--- config.mk ---
export PLATFORM = sky130hd
export DESIGN_NAME = gsim_mem_fetch
export DESIGN_NICKNAME = d
export VERILOG_FILES = /design/src/rtl/gsim_pkg.sv /design/src/rtl/gsim_line_buf.sv /design/src/rtl/gsim_mem_fetch.sv
export SDC_FILE = /design/constraint.sdc
export NUM_CORES = 1
export LEC_CHECK = 0
export ABC_AREA = 1
export CORE_UTILIZATION = 50
export CTS_CLUSTER_DIAMETER = 60
export DETAILED_ROUTE_END_ITERATION = 8
export HOLD_SLACK_MARGIN = 0.03
export PLACE_DENSITY = 0.86
export SYNTH_ARGS = -nofsm -noshare
export SYNTH_HDL_FRONTEND = slang
export SYNTH_HIERARCHICAL = 1
export SYNTH_SLANG_ARGS = --single-unit
--- constraint.sdc ---
create_clock -name i_clk -period 2.86 [get_ports i_clk]
set_input_delay 0.572 -clock i_clk [delete_from_list [all_inputs] [get_ports i_clk]]
set_output_delay 0.572 -clock i_clk [all_outputs]
set_load 0.1 [all_outputs]
--- src/rtl/gsim_pkg.sv ---
// Shared definitions for the Gauss-Seidel matrix-memory front end.
//   ADDR_W  : row address width on the solver side
//   ROW_W   : row width delivered to the solver
//   SRAM_W  : SRAM data width; BEATS SRAM words make up one row
//   state_t : fetch sequencer states
//   beat_idx_t / row_addr_t : beat index and row address types
package gsim_pkg;

    localparam int ADDR_W = 10;
    localparam int ROW_W  = 256;
    localparam int SRAM_W = 64;
    localparam int BEATS  = ROW_W / SRAM_W;
    localparam int BEAT_W = $clog2(BEATS);

    typedef enum logic [1:0] {
        IDLE  = 2'd0,
        FETCH = 2'd1,
        WAIT  = 2'd2,
        RESP  = 2'd3
    } state_t;

    typedef logic [BEAT_W-1:0] beat_idx_t;
    typedef logic [ADDR_W-1:0] row_addr_t;

endpackage

--- src/rtl/gsim_line_buf.sv ---
// One-entry row cache: assembled line register plus tag/valid.
//   clk, rst_n  : clock, asynchronous active-low reset
//   wr_en       : write wr_data into the beat slot wr_idx of the line
//   inval       : clear valid (flush or start of a miss refill)
//   update      : line is complete; mark valid with update_tag
//   lookup_tag  : row address being requested
//   flush       : a flush in the lookup cycle forces a miss
//   hit         : lookup_tag matches a valid cached row
//   line        : assembled row, beat 0 in the least significant word
module gsim_line_buf
    import gsim_pkg::*;
#(
    parameter bit CACHE_EN = 1'b1
) (
    input  logic              clk,
    input  logic              rst_n,
    input  logic              wr_en,
    input  beat_idx_t         wr_idx,
    input  logic [SRAM_W-1:0] wr_data,
    input  logic              inval,
    input  logic              update,
    input  row_addr_t         update_tag,
    input  row_addr_t         lookup_tag,
    input  logic              flush,
    output logic              hit,
    output logic [ROW_W-1:0]  line
);

    logic      valid_reg;
    row_addr_t tag_reg;

    genvar gi;
    generate
        for (gi = 0; gi < BEATS; gi++) begin : g_beat
            logic [SRAM_W-1:0] word_reg;

            always_ff @(posedge clk or negedge rst_n) begin
                if (!rst_n) begin
                    word_reg <= '0;
                end else if (wr_en && (wr_idx == beat_idx_t'(gi))) begin
                    word_reg <= wr_data;
                end
            end

            assign line[SRAM_W*gi +: SRAM_W] = word_reg;
        end
    endgenerate

    // Invalidation wins: a flush arriving in the final capture cycle must
    // keep the freshly assembled line from being marked valid.
    always_ff @(posedge clk or negedge rst_n) begin
        if (!rst_n) begin
            valid_reg <= 1'b0;
            tag_reg   <= '0;
        end else if (inval) begin
            valid_reg <= 1'b0;
        end else if (update) begin
            valid_reg <= 1'b1;
            tag_reg   <= update_tag;
        end
    end

    assign hit = CACHE_EN && valid_reg && (tag_reg == lookup_tag) && !flush;

endmodule

--- src/rtl/gsim_mem_fetch.sv ---
// Matrix-memory front end for the Gauss-Seidel solver.
// Serves one row read at a time: a cache hit answers next cycle, a miss
// reads BEATS words from a 1-cycle-latency SRAM and answers 6 cycles later.
//   i_clk, i_rst_n        : clock, asynchronous active-low reset
//   i_rreq, i_addr, o_rrdy: row request handshake (accept = i_rreq & o_rrdy)
//   o_dout, o_dout_vld    : assembled row and its one-cycle valid pulse
//   i_flush               : invalidate the cached row
//   o_sram_cen            : SRAM chip enable, active-low (read only)
//   o_sram_addr           : SRAM word address {row, beat}
//   i_sram_q              : SRAM read data, valid the cycle after issue
module gsim_mem_fetch
    import gsim_pkg::*;
#(
    parameter bit CACHE_EN = 1'b1
) (
    input  logic                     i_clk,
    input  logic                     i_rst_n,
    input  logic                     i_rreq,
    input  logic [ADDR_W-1:0]        i_addr,
    output logic                     o_rrdy,
    output logic [ROW_W-1:0]         o_dout,
    output logic                     o_dout_vld,
    input  logic                     i_flush,
    output logic                     o_sram_cen,
    output logic [ADDR_W+BEAT_W-1:0] o_sram_addr,
    input  logic [SRAM_W-1:0]        i_sram_q
);

    state_t    state_reg, state_next;
    beat_idx_t beat_reg, beat_next;
    row_addr_t addr_reg;
    logic      rd_vld_reg;
    beat_idx_t rd_idx_reg;
    logic      flush_seen_reg;

    logic accept;
    logic hit;
    logic miss_start;
    logic update;

    assign accept     = i_rreq && o_rrdy;
    assign miss_start = accept && !hit;
    // A flush seen while the refill is in flight leaves the new line invalid.
    assign update     = (state_reg == WAIT) && !flush_seen_reg;

    gsim_line_buf #(
        .CACHE_EN (CACHE_EN)
    ) u_line_buf (
        .clk        (i_clk),
        .rst_n      (i_rst_n),
        .wr_en      (rd_vld_reg),
        .wr_idx     (rd_idx_reg),
        .wr_data    (i_sram_q),
        .inval      (i_flush || miss_start),
        .update     (update),
        .update_tag (addr_reg),
        .lookup_tag (i_addr),
        .flush      (i_flush),
        .hit        (hit),
        .line       (o_dout)
    );

    always_ff @(posedge i_clk or negedge i_rst_n) begin
        if (!i_rst_n) begin
            state_reg      <= IDLE;
            beat_reg       <= '0;
            addr_reg       <= '0;
            rd_vld_reg     <= 1'b0;
            rd_idx_reg     <= '0;
            flush_seen_reg <= 1'b0;
        end else begin
            state_reg <= state_next;
            beat_reg  <= beat_next;
            if (accept) begin
                addr_reg <= i_addr;
            end
            // SRAM data returns one cycle after issue; delay tag the beat.
            rd_vld_reg <= (state_reg == FETCH);
            rd_idx_reg <= beat_reg;
            if (miss_start) begin
                flush_seen_reg <= 1'b0;
            end else if (((state_reg == FETCH) || (state_reg == WAIT)) && i_flush) begin
                flush_seen_reg <= 1'b1;
            end
        end
    end

    always_comb begin
        state_next  = state_reg;
        beat_next   = beat_reg;
        o_rrdy      = 1'b0;
        o_dout_vld  = 1'b0;
        o_sram_cen  = 1'b1;
        o_sram_addr = '0;

        case (state_reg)
            IDLE: begin
                o_rrdy = 1'b1;
                if (i_rreq) begin
                    state_next = hit ? RESP : FETCH;
                    beat_next  = '0;
                end
            end
            FETCH: begin
                o_sram_cen  = 1'b0;
                o_sram_addr = {addr_reg, beat_reg};
                beat_next   = beat_idx_t'(beat_reg + 1'b1);
                if (beat_reg == beat_idx_t'(BEATS - 1)) begin
                    state_next = WAIT;
                end
            end
            WAIT: begin
                state_next = RESP;
            end
            RESP: begin
                o_rrdy     = 1'b1;
                o_dout_vld = 1'b1;
                if (i_rreq) begin
                    state_next = hit ? RESP : FETCH;
                    beat_next  = '0;
                end else begin
                    state_next = IDLE;
                end
            end
            default: begin
                state_next = IDLE;
            end
        endcase
    end

endmodule

### Placement density heat map

The die is cut into 15 by 15 equal tiles; black is low, pale yellow is high, 0 to 100% covered.
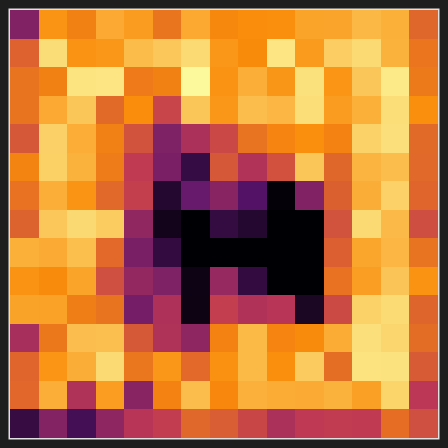
- densest ninth of the die: north-east
- nearly empty tiles: 4.9%
- fullest tile: 99%
- emptiest ninth of the die: centre

### Routed metal, one colour a layer

The bar under the picture is 50 um long. Two of the layers only.
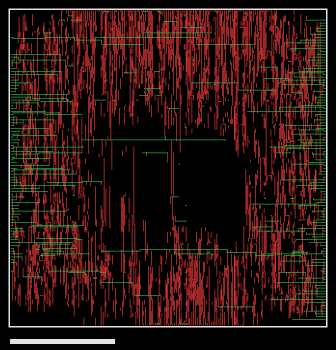
- metal 3: green (wire length 2,580 um)
- metal 2: red (wire length 14,100 um)

==> metrics.csv <==
stage,metric,value,unit
cells_and_area,Repair and plain buffers,363,
flow_run,number of violations of the max-capacitance limit,0,
cells_and_area,final-stage net count,1520,
cells_and_area,Largest register FFs,256,
die,Tapcell Cnt,280,
place,placer's final routability congestion estimate,0.885,
drt,number of design-rule violations left by the first detailed-router iteration,464,
drt,routed via count,8853,
timing,final hold slack,484,ps
global_routing,global-route congestion overflow total,0,
timing,final clock period utilization by the worst path,0.919,
cells_and_area,count of clock buffers in the final design,44,
place,dpl hpwl,19700,um
drt,number of vias per cell,5.10,
die,area of the core,21800,um2
global_routing,largest net degree at the start of global routing,99,
drt,First-pass DRT Iterations,5,
place,pre-CTS setup slack,281,ps
worst_setup_path,setup slack of the worst register-to-register path,630,ps
logic_synthesis,Post-Synth Adder-Cell Area,0.00792,
cells_and_area,num sequential,285,
die,floorplan row count,54,
logic_synthesis,number of synthesis warnings,6,
outcome,status,"finished, final reports clean",
cells_and_area,proportion of layout cells with a drive suffix above 1,0.237,
cells_and_area,multi-input gate area in the final layout,2940,um2
logic_synthesis,Mux cell area share,0,
worst_setup_path,worst-path cell chain,"inv_1, ha_1, inv_2, buf_4",
logic_synthesis,main logic family after synthesis,simple AND/OR/NAND/NOR gates,
worst_setup_path,worst flop-to-flop path endpoint,u_line_buf/tag_reg[7]$_DFFE_PN0P_,
cells_and_area,relative area of clock buffers and inverters in the final design,0.0648,
worst_setup_path,Bufs and invs on worst path,3,
worst_setup_path,required time reported for the critical path endpoint,2290,ps
logic_synthesis,register share after synthesis,0.645,
worst_setup_path,arrival time at the worst endpoint,2060,ps
min_path,class of the most critical hold timing path,flip-flop to flip-flop,
worst_setup_path,beginning of the worst register-to-register path,state_reg[0]$_DFFE_PN0P_,
die,DIE AREA,22700,um2
worst_setup_path,depth of the worst register-to-register path,8,
worst_setup_path,CP startpoint,state_reg[0]$_DFFE_PN0P_,
drt,final routed wirelength across all metal layers,29100,um
logic_synthesis,yosys-reported design area after synthesis,11100,um2
worst_setup_path,Stages on worst setup path,4,
die,vertical die dimension,151,um
worst_setup_path,start-to-end type of the worst setup path,flip-flop to primary output,
### Sequential cells coloured by netlist name

The bar under the picture is 50 um long. Other sequential cells in the stronger grey, the rest of the logic in the fainter grey.
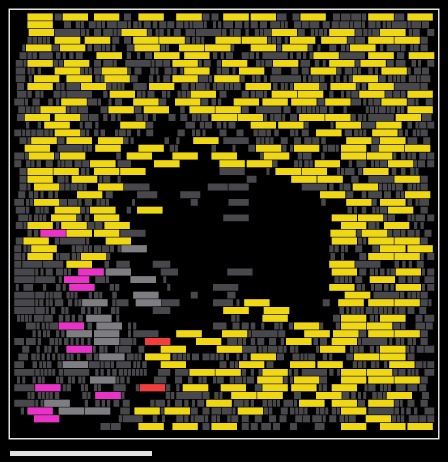
- addr_reg: magenta (placed flops 10; where south-west)
- u_line_buf/g_beat.word_reg: yellow (placed flops 256; where spread over the die)
- state_reg: red (placed flops 2)
- not coloured: 17
fraction of standard cell area that is sequential: 0.477
sequential standard cell area: 7130 um2

### Routing congestion

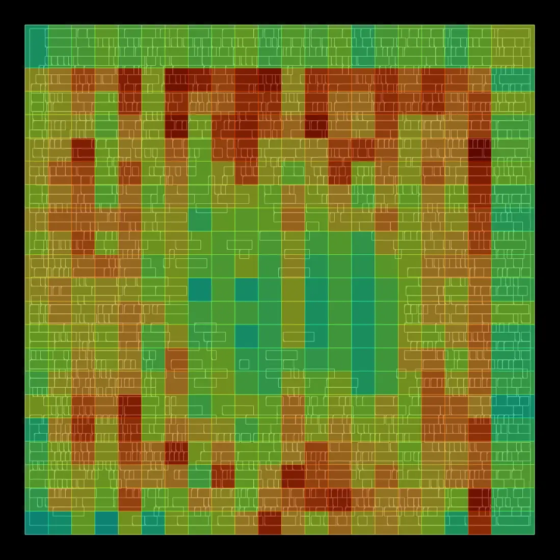
met1 track demand over resource in global routing: 0.316
total routing usage reported by global routing: 0.251
per-cell routed wire length: 16.7 um
busiest metal layer after global routing: met2
final core utilization: 0.688

-- through the flow --
| stage | utilization | instance area (um2) |
|---|---|---|
| 3_3_place_gp | 0.642 | 14000 |
| 2_1_floorplan | - | 11100 |
| 4_1_cts | 0.687 | 15000 |
| 5_1_grt | 0.688 | 15000 |
| 3_5_place_dp | 0.642 | 14000 |
| 6_report | 0.688 | 15000 |
-- what timing repair did --
item / 4_1_cts / 5_1_grt
resized: 0 / 1
endpoints found under the hold margin: 41 / 0
setup endpoints to repair: 0 / 12
hold buffers: 1 / 0
-- synthesized netlist by cell type, drive strengths merged --
library cell / instances / area [um2]
a21oi: 7 / 35.0
buf: 62 / 598
clkbuf: 1 / 3.75
dfrtp: 285 / 7130
ha: 7 / 87.6
inv: 112 / 420
nand2: 327 / 1230
nand3: 21 / 125
nor2: 12 / 45.0
o211ai: 1 / 7.51
o21ai: 262 / 1310
o21bai: 1 / 11.3
o22ai: 1 / 6.26
or2: 1 / 6.26
xnor2: 4 / 35.0
-- worst register-to-register path: cells and delay by family (launching register included) --
kind                       cells  cell delay (ps)
adders and majority gates      1              370
buffers and inverters          2              270
and+or+nand+nor                3              860
DFF                            1              470
AOI/OAI and AO/OA              2              140
-- logic make-up after synthesis --
family / count (synthesis)
AND/OR/NAND/NOR: 361
flip-flops: 285
AND-OR/OR-AND: 272
buffers and inverters: 175
adder cells (fa/ha/maj): 7
XOR/XNOR: 4
-- routing by layer --
metal,global-route usage,wire (um)
met1,0.316,11400
met2,0.414,14100
met3,0.0664,2580
met4,0.0950,1060
met5,0,0
